<file path="src/rtl/band_power_bank.sv">
// band_power_bank: sums FFT bin magnitudes into display bands and commits the
// sums to peak-hold display registers with linear decay on each commit request.
module band_power_bank #(
  parameter int unsigned NUM_BANDS     = 10,
  parameter int unsigned BINS_PER_BAND = 4,
  parameter int unsigned ACC_W         = 24,
  parameter int unsigned SHIFT         = 8,
  parameter int unsigned DECAY         = 64
) (
  input  logic        clk,
  input  logic        rst_n,
  input  logic        bin_valid,
  input  logic [7:0]  bin_idx,
  input  logic [15:0] bin_mag,
  output logic        in_ready,
  input  logic        set_values_flag,
  input  logic [7:0]  freq_pos_needed,
  output logic [11:0] freq_value,
  output logic        busy,
  output logic        commit_done
);

  localparam int unsigned IDX_W = (NUM_BANDS > 1) ? $clog2(NUM_BANDS) : 1;
  localparam logic [IDX_W-1:0] LAST_K = IDX_W'(NUM_BANDS - 1);

  typedef enum logic {S_IDLE, S_COMMIT} state_t;

  state_t           r_state;
  state_t           w_state_nxt;
  logic [IDX_W-1:0] r_k;
  logic             r_pending;
  logic             r_done;
  logic [ACC_W-1:0] r_acc  [NUM_BANDS];
  logic [11:0]      r_disp [NUM_BANDS];
  logic [11:0]      r_freq;

  logic [7:0]       w_band;
  logic             w_band_ok;
  logic             w_xfer;
  logic [ACC_W:0]   w_sum;
  logic [ACC_W-1:0] w_acc_new;
  logic [ACC_W-1:0] w_shifted;
  logic [11:0]      w_scaled;
  logic [11:0]      w_decayed;
  logic [11:0]      w_disp_new;
  logic             w_last;
  logic             w_restart;
  logic             w_pos_ok;

  assign in_ready    = (r_state == S_IDLE);
  assign busy        = (r_state == S_COMMIT);
  assign commit_done = r_done;
  assign freq_value  = r_freq;

  assign w_band    = bin_idx / 8'(BINS_PER_BAND);
  assign w_band_ok = (w_band < 8'(NUM_BANDS));
  assign w_xfer    = bin_valid & in_ready;
  assign w_sum     = {1'b0, r_acc[w_band[IDX_W-1:0]]} + (ACC_W+1)'(bin_mag);
  assign w_acc_new = w_sum[ACC_W] ? '1 : w_sum[ACC_W-1:0];

  assign w_shifted  = r_acc[r_k] >> SHIFT;
  assign w_scaled   = (w_shifted > ACC_W'(4095)) ? 12'd4095 : w_shifted[11:0];
  assign w_decayed  = (r_disp[r_k] < 12'(DECAY)) ? '0 : r_disp[r_k] - 12'(DECAY);
  assign w_disp_new = (w_scaled > w_decayed) ? w_scaled : w_decayed;

  assign w_last    = (r_k == LAST_K);
  // A flag arriving in the final band cycle is folded into the restart decision.
  assign w_restart = r_pending | set_values_flag;
  assign w_pos_ok  = (freq_pos_needed < 8'(NUM_BANDS));

  // FSM state register
  always_ff @(posedge clk or negedge rst_n) begin
    if (!rst_n) r_state <= S_IDLE;
    else        r_state <= w_state_nxt;
  end

  // Next-state logic: IDLE -> COMMIT on flag, COMMIT -> IDLE after last band unless restarting
  always_comb begin
    w_state_nxt = r_state;
    case (r_state)
      S_IDLE:   if (set_values_flag) w_state_nxt = S_COMMIT;
      S_COMMIT: if (w_last && !w_restart) w_state_nxt = S_IDLE;
      default:  w_state_nxt = S_IDLE;
    endcase
  end

  // Band counter, pending-request flag and completion pulse
  always_ff @(posedge clk or negedge rst_n) begin
    if (!rst_n) begin
      r_k       <= '0;
      r_pending <= 1'b0;
      r_done    <= 1'b0;
    end else begin
      r_done <= (r_state == S_COMMIT) && w_last;
      if (r_state == S_COMMIT) begin
        r_k <= w_last ? '0 : r_k + 1'b1;
        if (w_last)               r_pending <= 1'b0;
        else if (set_values_flag) r_pending <= 1'b1;
      end else begin
        r_k       <= '0;
        r_pending <= 1'b0;
      end
    end
  end

  // Accumulators: saturating add in IDLE, clear each band as it is committed
  always_ff @(posedge clk or negedge rst_n) begin
    if (!rst_n) begin
      for (int unsigned i = 0; i < NUM_BANDS; i++) r_acc[i] <= '0;
    end else if (r_state == S_COMMIT) begin
      r_acc[r_k] <= '0;
    end else if (w_xfer && w_band_ok) begin
      r_acc[w_band[IDX_W-1:0]] <= w_acc_new;
    end
  end

  // Display registers: peak-hold with linear decay, one band per commit cycle
  always_ff @(posedge clk or negedge rst_n) begin
    if (!rst_n) begin
      for (int unsigned i = 0; i < NUM_BANDS; i++) r_disp[i] <= '0;
    end else if (r_state == S_COMMIT) begin
      r_disp[r_k] <= w_disp_new;
    end
  end

  // Registered read port, zero for out-of-range band indices
  always_ff @(posedge clk or negedge rst_n) begin
    if (!rst_n)        r_freq <= '0;
    else if (w_pos_ok) r_freq <= r_disp[freq_pos_needed[IDX_W-1:0]];
    else               r_freq <= '0;
  end

endmodule

</file>
<file path="config.mk">
export PLATFORM = sky130hd
export DESIGN_NAME = band_power_bank
export DESIGN_NICKNAME = d
export VERILOG_FILES = /design/src/rtl/band_power_bank.sv
export SDC_FILE = /design/constraint.sdc
export NUM_CORES = 1
export LEC_CHECK = 0
export CORE_ASPECT_RATIO = 1.4
export CORE_MARGIN = 2
export CORE_UTILIZATION = 62
export DETAILED_ROUTE_END_ITERATION = 6
export DONT_BUFFER_PORTS = 1
export PLACE_DENSITY = 0.78
export SYNTH_ARGS = -nofsm -noshare
export SYNTH_HDL_FRONTEND = slang
export SYNTH_SLANG_ARGS = --single-unit
</file>
<file path="constraint.sdc">
create_clock -name clk -period 6.84 [get_ports clk]
set_input_delay 0.684 -clock clk [delete_from_list [all_inputs] [get_ports clk]]
set_output_delay 0.684 -clock clk [all_outputs]
set_load 0.03 [all_outputs]
</file>
Figure 1. Clock network drawn from the DEF.
Scale: 1.5 px per um.
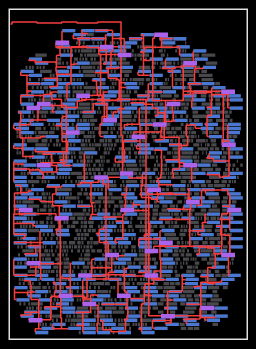
cells driving clock nets -> purple  # count 38
flip-flops -> blue  # count 379
clock wires -> red  # length 4660 um
flops lie = all over the die
routed clock nets = 39

Figure 2. Nets reached from selected ports.
Scale: 1 px per um.
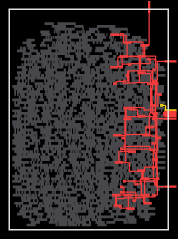
bin_valid -> yellow  # direction input, end cells 1, buffers 0, wire 9.30 um
freq_pos_needed -> red  # direction input, end cells 64, buffers 0, wire 1560 um
port bufs: 0
IO Pins: 51

Figure 3. Metal 4.
Scale: 1.5 px per um. Supply wires on this layer in grey.
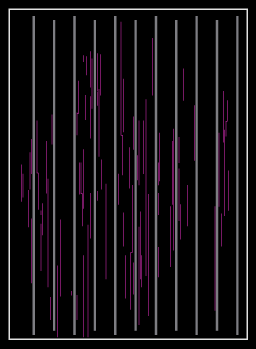
nets with wire on the layer = 53
main direction = vertical

==> run_results.csv <==
group,metric,value,unit
outcome,status,"complete, but fails checks",
outcome,failed_checks,"hold timing",
cells_and_area,seq_area,9490,um^2
grt,grt_start_max_net_pins,380,
worst_setup_path,slowest_delay,1.03,ns
pwr,p_leak,9.578,nW
grt,grt-ovfl-total,0,
synthesis,yosysWarnings,0,
clocking,cts_root_buf,"clkbuf_16",
final_timing,clock_skew,0.02145,ns
worst_setup_path,slowest_stage,"dfrtp_1",
cells_and_area,top_register,"r_acc",
cells_and_area,logic_gates,1240,
clocking,clock_path_buffers,3,
final_timing,hold_ws,-0.1615,ns
worst_setup_path,critical_path_class,"register to register",
floorplan,die_y,219.1,um
grt,antenna_found_initial,2,
cells_and_area,syn_to_final_growth,6.187,%
worst_setup_path,crit_chain,"nor2b_1, a22o_1, nor2_1, ha_1, nor3b_4, nand3_2, nand2_1, ha_1, a21oi_1, nor2_1, a211oi_1, a21oi_2, buf_4, o21ai_1, mux2_2",
pwr,power_frac_comb,32.1,%
synthesis,netlist_top_cells_area,"dfrtp_1 46%, mux4_2 13%, nand3_1 6.1%",
grt,first_global_vias,15750,
final_timing,hold_violations,199,
pwr,p_per_area,316.5,nW/um^2
worst_setup_path,cp-start-kind,"register",
synthesis,synthAoiAreaFrac,12.70,%
cells_and_area,largest_register_ffs,240,
synthesis,flop_cell,"dfrtp_1",
final_timing,min_period_over_period,79.34,%
clocking,numCtsBuffers,38,
run,max_cap_violations,0,
clocking,post_cts_buffers,0,
synthesis,yosysChipArea,20490,um^2
drt,ant_nets,0,
drt,routed_via_density,7.006,
worst_hold_path,min_path_type,"primary input to async pin",
cells_and_area,nFillCells,2388,
synthesis,yosys-mux-area-fraction,23.61,%
place,dpl-instance-area,20590,um^2
drt,wl_per_cell,25.16,um
place,hpwl,32140,um
floorplan,tap-cell-count,440,
floorplan,fp-row-count,78,
clocking,cts_resized,0,
pwr,vdd_drop_max,0.0002889,V
cells_and_area,comb_share,47.49,%
clocking,htreeDepth,2,
grt,track_usage,32.81,%
worst_setup_path,reg2reg_slack,1.41,ns
synthesis,netlist_instances,1786,
cells_and_area,diodes,2,
floorplan,chipArea,34530,um^2
drt,drt_wl_total,54320,um
drt,vias,15130,
worst_setup_path,cp_num_buf_inv,1,
cells_and_area,clock_buffers,61,
synthesis,synthDistinctLibCells,73,
pwr,p_clk,2.02,mW
final_timing,rsz0062_at_grt,"no",
final_timing,max_clock_freq,184.3,MHz
synthesis,simple_gate_share,11.36,%
synthesis,adder_share,1.869,%
synthesis,top_area_cell,"dfrtp_1",
drt,first_pass_iters,6,
clocking,numClockSinks,379,
drt,dr.first_iter.drc_count,1574,
cells_and_area,logic_area,10330,um^2
cells_and_area,inv_count,11,
synthesis,yosysCellCount,1786,
run,tool_warnings,33,
Figure 4. Local utilization.
Scale: 1.5 px per um. The die is cut into 16 by 22 equal tiles; dark blue is low, red is high, 0 to 100% covered.
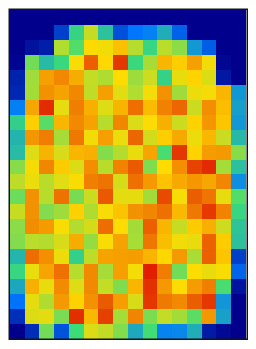
mean over tiles = 61%
tiles over 75% full = 40%
nearly empty tiles = 9.9%
fullest tile = 96%
Core Area: 32500 um^2
Core Util, Final: 66.94%
FP Core Util: 63.04%

Figure 5. Routing congestion.
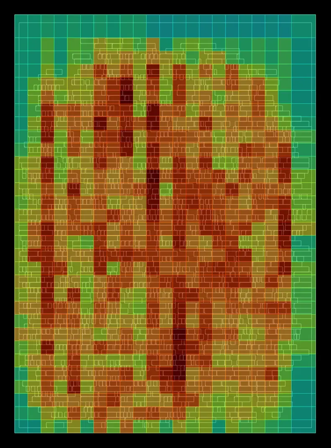
met2 usage: 54.16%
GRT busiest layer: met2
met3 GRT Util: 7.168%

==> placed cells by master (no fill, tap or decap), drive strengths merged, types with 11 or more instances in the layout <==
master,count
nor4,11
dfrtp,379
nor2b,11
a21oi,34
nand2,66
and2,17
inv,12
nand3,250
o221ai,11
ha,29
nor2,43
o22ai,18
buf,23
mux4,122
clkbuf,61
mux2i,94
mux2,100
a22oi,23
o21ai,313
==> synthesized netlist by cell type (4+ instances only) <==
cell type,n
a22oi_1,22
xnor2_1,9
o21ai_2,22
o22ai_1,18
nor3_1,4
xor2_1,5
dfrtp_1,379
buf_4,4
o21ai_1,125
nor2_1,30
mux4_2,117
a21o_1,8
buf_2,27
a21oi_1,29
clkbuf_1,106
o21ai_0,166
buf_1,14
nor2_4,10
nand3_1,248
mux2i_1,93
o211ai_1,4
nand2b_1,8
nor4_1,10
o21a_1,7
ha_1,29
nor2b_1,11
o221ai_1,11
mux4_1,5
mux2_2,100
nand4_1,9
inv_1,10
nand2_1,66
and2_1,16
==> through the flow <==
step                power, mW  util (%)
finish                  6.885     66.94
global route            7.159     66.93
CTS                     6.861     66.92
detailed placement      4.856     63.34
global placement        4.790     63.34
floorplan               4.274         -
==> worst paths after layout <==
path | cells past startpoint | startpoint | to
max | 15 | r_k[3] | r_disp[55]
min | 0 | rst_n | r_disp[99]
max reg2reg | 15 | r_k[3] | r_disp[55]
min reg2reg | 2 | r_disp[105] | r_disp[105]
max in group asynchronous | 0 | rst_n | r_k[2]
min in group clk | 1 | set_values_flag | busy
==> per-layer routing <==
metal	part of all wire (%)	vias to the layer above	GRT usage, %
met4	4.9	0	15.97
met5	0	-	0
met3	8.7	181	7.168
met1	37	7615	41.08
li1	-	6579	-
met2	50	751	54.16
Power and IR drop assume default switching activity.
